Routing congestion:
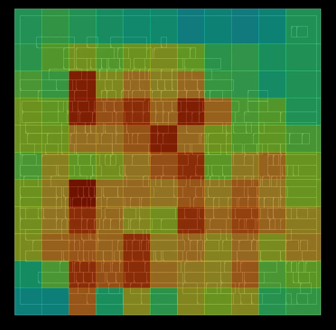
A small window of the routed layout:
Window x 19 to 59, y 35 to 75 um. Cells in gray, sequential cells in the stronger gray; small squares are vias.
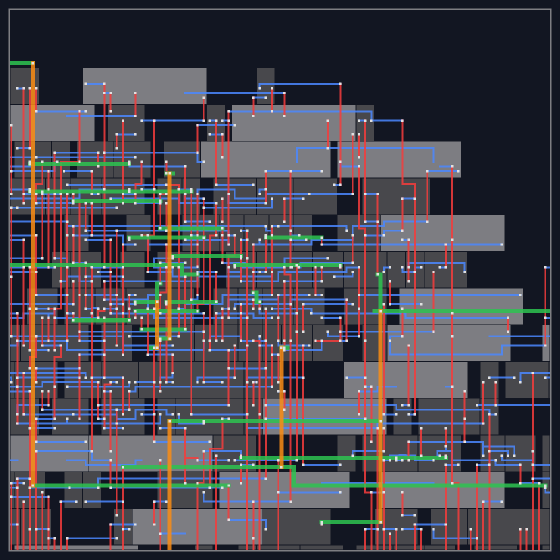
Selected gate families:
Scale: 6 px per um.
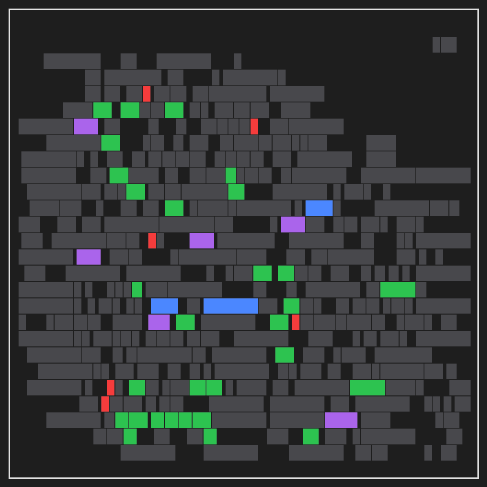
Register map, names as in the netlist:
Scale: 6 px per um. Other sequential cells in the stronger gray, the rest of the logic in the fainter gray.
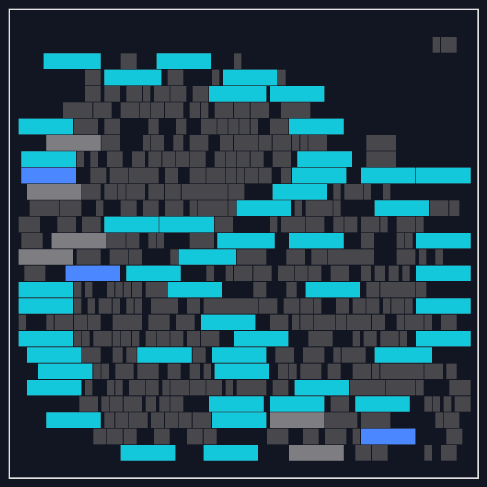
The metal 2 layer:
Scale: 4 px per um.
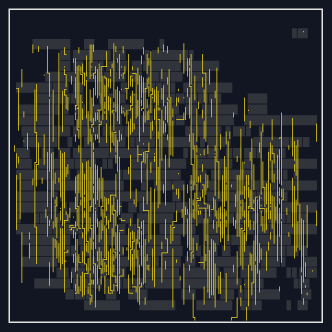
### config.mk
export PLATFORM = sky130hd
export DESIGN_NAME = sw_debounce
export DESIGN_NICKNAME = d
export VERILOG_FILES = /design/src/rtl/sw_debounce.sv
export SDC_FILE = /design/constraint.sdc
export NUM_CORES = 1
export LEC_CHECK = 0
export CORE_UTILIZATION = 54
export CTS_CLUSTER_SIZE = 8
export DETAILED_ROUTE_END_ITERATION = 7
export GPL_TIMING_DRIVEN = 0
export MAX_ROUTING_LAYER = met4
export PLACE_DENSITY = 0.87
export SYNTH_ARGS = -nofsm -noshare
export SYNTH_HDL_FRONTEND = slang
export SYNTH_SLANG_ARGS = --single-unit
### constraint.sdc
create_clock -name clk -period 2.2 [get_ports clk]
set_clock_uncertainty 0.15 [all_clocks]
set_input_delay 0.33 -clock clk [delete_from_list [all_inputs] [get_ports clk]]
set_output_delay 0.33 -clock clk [all_outputs]
set_load 0.01 [all_outputs]
### src/rtl/sw_debounce.sv
// Per-bit 2-flop synchronizer plus stability counter; a new level is accepted after
// STABLE_CYCLES consecutive enabled cycles. Define SW_DEBOUNCE_EDGE_EN to build edge pulses.
module sw_debounce #(
   parameter int unsigned WIDTH         = 3,
   parameter int unsigned CNT_W         = 16,
   parameter int unsigned STABLE_CYCLES = 50000
) (
   input  logic             clk,
   input  logic             rst_n,
   input  logic             ena,
   input  logic [WIDTH-1:0] raw_in,
   output logic [WIDTH-1:0] clean_out,
   output logic [WIDTH-1:0] rise_pulse,
   output logic [WIDTH-1:0] fall_pulse,
   output logic             changed
);

   localparam logic [CNT_W-1:0] LAST = CNT_W'(STABLE_CYCLES - 1);

   logic [WIDTH-1:0]            s1, s2;
   logic [WIDTH-1:0]            clean_q, clean_d;
   logic [WIDTH-1:0]            accept;
   logic [WIDTH-1:0][CNT_W-1:0] cnt_q, cnt_d;

   // The synchronizer runs independently of ena so it never holds a stale sample.
   always_ff @(posedge clk or negedge rst_n) begin
      if (!rst_n) begin
         s1 <= '0;
         s2 <= '0;
      end else begin
         // NOTE: non-blocking assignments make s2 take the old s1, giving a true two-stage chain.
         s1 <= raw_in;
         s2 <= s1;
      end
   end

   // State register: per-bit accepted level and stability count.
   always_ff @(posedge clk or negedge rst_n) begin
      if (!rst_n) begin
         clean_q <= '0;
         cnt_q   <= '0;
      end else begin
         clean_q <= clean_d;
         cnt_q   <= cnt_d;
      end
   end

   // Next state: a bit is PENDING while s2 differs from clean; any agreement restarts its count.
   always_comb begin
      // NOTE: defaults before the loop keep every path assigned, so no latch is inferred.
      accept = '0;
      cnt_d  = cnt_q;
      for (int i = 0; i < WIDTH; i++) begin
         if (ena) begin
            if (s2[i] == clean_q[i]) begin
               cnt_d[i] = '0;
            end else if (cnt_q[i] == LAST) begin
               accept[i] = 1'b1;
               cnt_d[i]  = '0;
            end else begin
               cnt_d[i] = cnt_q[i] + CNT_W'(1);
            end
         end
      end
      clean_d = clean_q ^ accept;
   end

`ifdef SW_DEBOUNCE_EDGE_EN
   logic [WIDTH-1:0] rise_q, fall_q;
   logic             changed_q;

   // Pulses are registered alongside clean_q so they coincide with the new level.
   always_ff @(posedge clk or negedge rst_n) begin
      if (!rst_n) begin
         rise_q    <= '0;
         fall_q    <= '0;
         changed_q <= 1'b0;
      end else begin
         rise_q    <= accept & s2;
         fall_q    <= accept & ~s2;
         changed_q <= |accept;
      end
   end

   always_comb begin
      rise_pulse = rise_q;
      fall_pulse = fall_q;
      changed    = changed_q;
   end
`else
   always_comb begin
      rise_pulse = '0;
      fall_pulse = '0;
      changed    = 1'b0;
   end
`endif

   always_comb clean_out = clean_q;

endmodule

==> run notes <==
run metrics: outcome finished clean, most instantiated logic cells after routing dfrtp_1, nor2_1, nand4_1, Clk. pwr 0.867 mW, count leader, synth dfrtp_1, Sequential Power 1.11 mW, synthesized instance count 311, vias 2,625, delay-heaviest family, CP simple AND/OR/NAND/NOR gates, post-CTS resize count 1, Post-synth EDFFs 0, fill count 460, num ports 16, share of cells above drive strength 1 16.1%, Final ANT Viol Nets 0, mean post-synth cell area 10.0 um2, Critical-path top delay cell or4b_4, clk sinks 57, Psw 0.533 mW, clock-pin slew on the worst setup and hold paths 0.06 ns, chip area 6070 um2, pre-CTS setup slack -0.0897 ns, Crit. path cell count 4, # hold bufs at CTS 1, vias in the first global route 2,465, NumNets Final 352, Top-area cell share 45.9%, highest metal layer with signal wires met4, cell chain of the critical path or4b_4 > or4_1 > nor2_1 > mux2_2, hold worst-path end s2[2], biggest area cells dfrtp_1, nand4_1, xnor2_1, r2r startpoint cnt_q[13], wire length on met3 472 um, Seq pwr share 51.8%, Warnings, synthesis 0, final hold slack 0.207 ns, Post-DP HPWL 4.54 mm, drt pass-1 iters 5, vias per cell 6.25, max reg flops 48, Tap Cells 72, yosys stat cell total 311, cell row count 27, Final Setup Violations 0, hold path cells 0, r2r endpoint clean_out[0], metal2 WL 3.21 mm, Register-to-Register Path Depth 4, Inst Count DP 397, Bufs and invs on worst path 0, Synth-to-Final Area Change 14.7%, GRT Residual Overflow 0, headroom to the max-slew limit 53.7%, YS chip area 3110 um2, setup TNS 0 ns, DRC 0, register share after synthesis 45.9%, top_reg_cell synth dfrtp_1, H-tree depth 3, Post-synth regs 57, Post-CTS Setup Inserts 1, initial antenna violation count 0, Sw Ratio 24.9%, Top reg by flops cnt_q, fmax 461 MHz, overall die height 77.9 um, Die X-Extent 77.9 um, Complex Gates by Area 11.6%, clock share of power 40.6%, 1st-iter DRT viols 220, DR WL/cell 15.8 um, Comb group 0.163 mW, crit start category flop
## Picture notes: 'routing congestion'
met2 Use GR: 38.3%
met1 usage: 30.4%
met3 Usage GRT: 7.41%
All-Layer GR Usage: 24.9%
fin util: 64.4%

## Picture notes: 'a small window of the routed layout'
| layer | color |
|---|---|
| metal 1 | blue |
| metal 2 | red |
| metal 3 | green |
| metal 4 | orange |
cells with their middle in the window: 105
most frequent: dfrtp_1 (11), nand4_1 (9), nor2_1 (7)
netlist names of flops here include: `cnt_q` (15)
sequential cells in the window: 15

## Picture notes: 'selected gate families'
| family | color | cells | most used |
|---|---|---|---|
| adder and majority cells | blue | 3 | ha_1 |
| inverting AOI/OAI gates | green | 30 | o311ai_0 |
| multiplexers | purple | 6 | mux2_2 |
| inverters | red | 6 | inv_1 |
Layout Cells excl Fill: 420
logic share of the area: 45.1%
dominant logic cell type in the layout: dfrtp_1

## Picture notes: 'register map, names as in the netlist'
| signal | color | placed flops |
|---|---|---|
| `clean_out` | blue | 3 |
| `cnt_q` | cyan | 48 |
Seq/total area: 40.2%
register area: 1430 um2

## Picture notes: 'the metal 2 layer'
share of all routed wire: 48%
wire length on this layer: 3,210 um
main direction: vertical

Power is estimated from default activity; no workload was simulated.
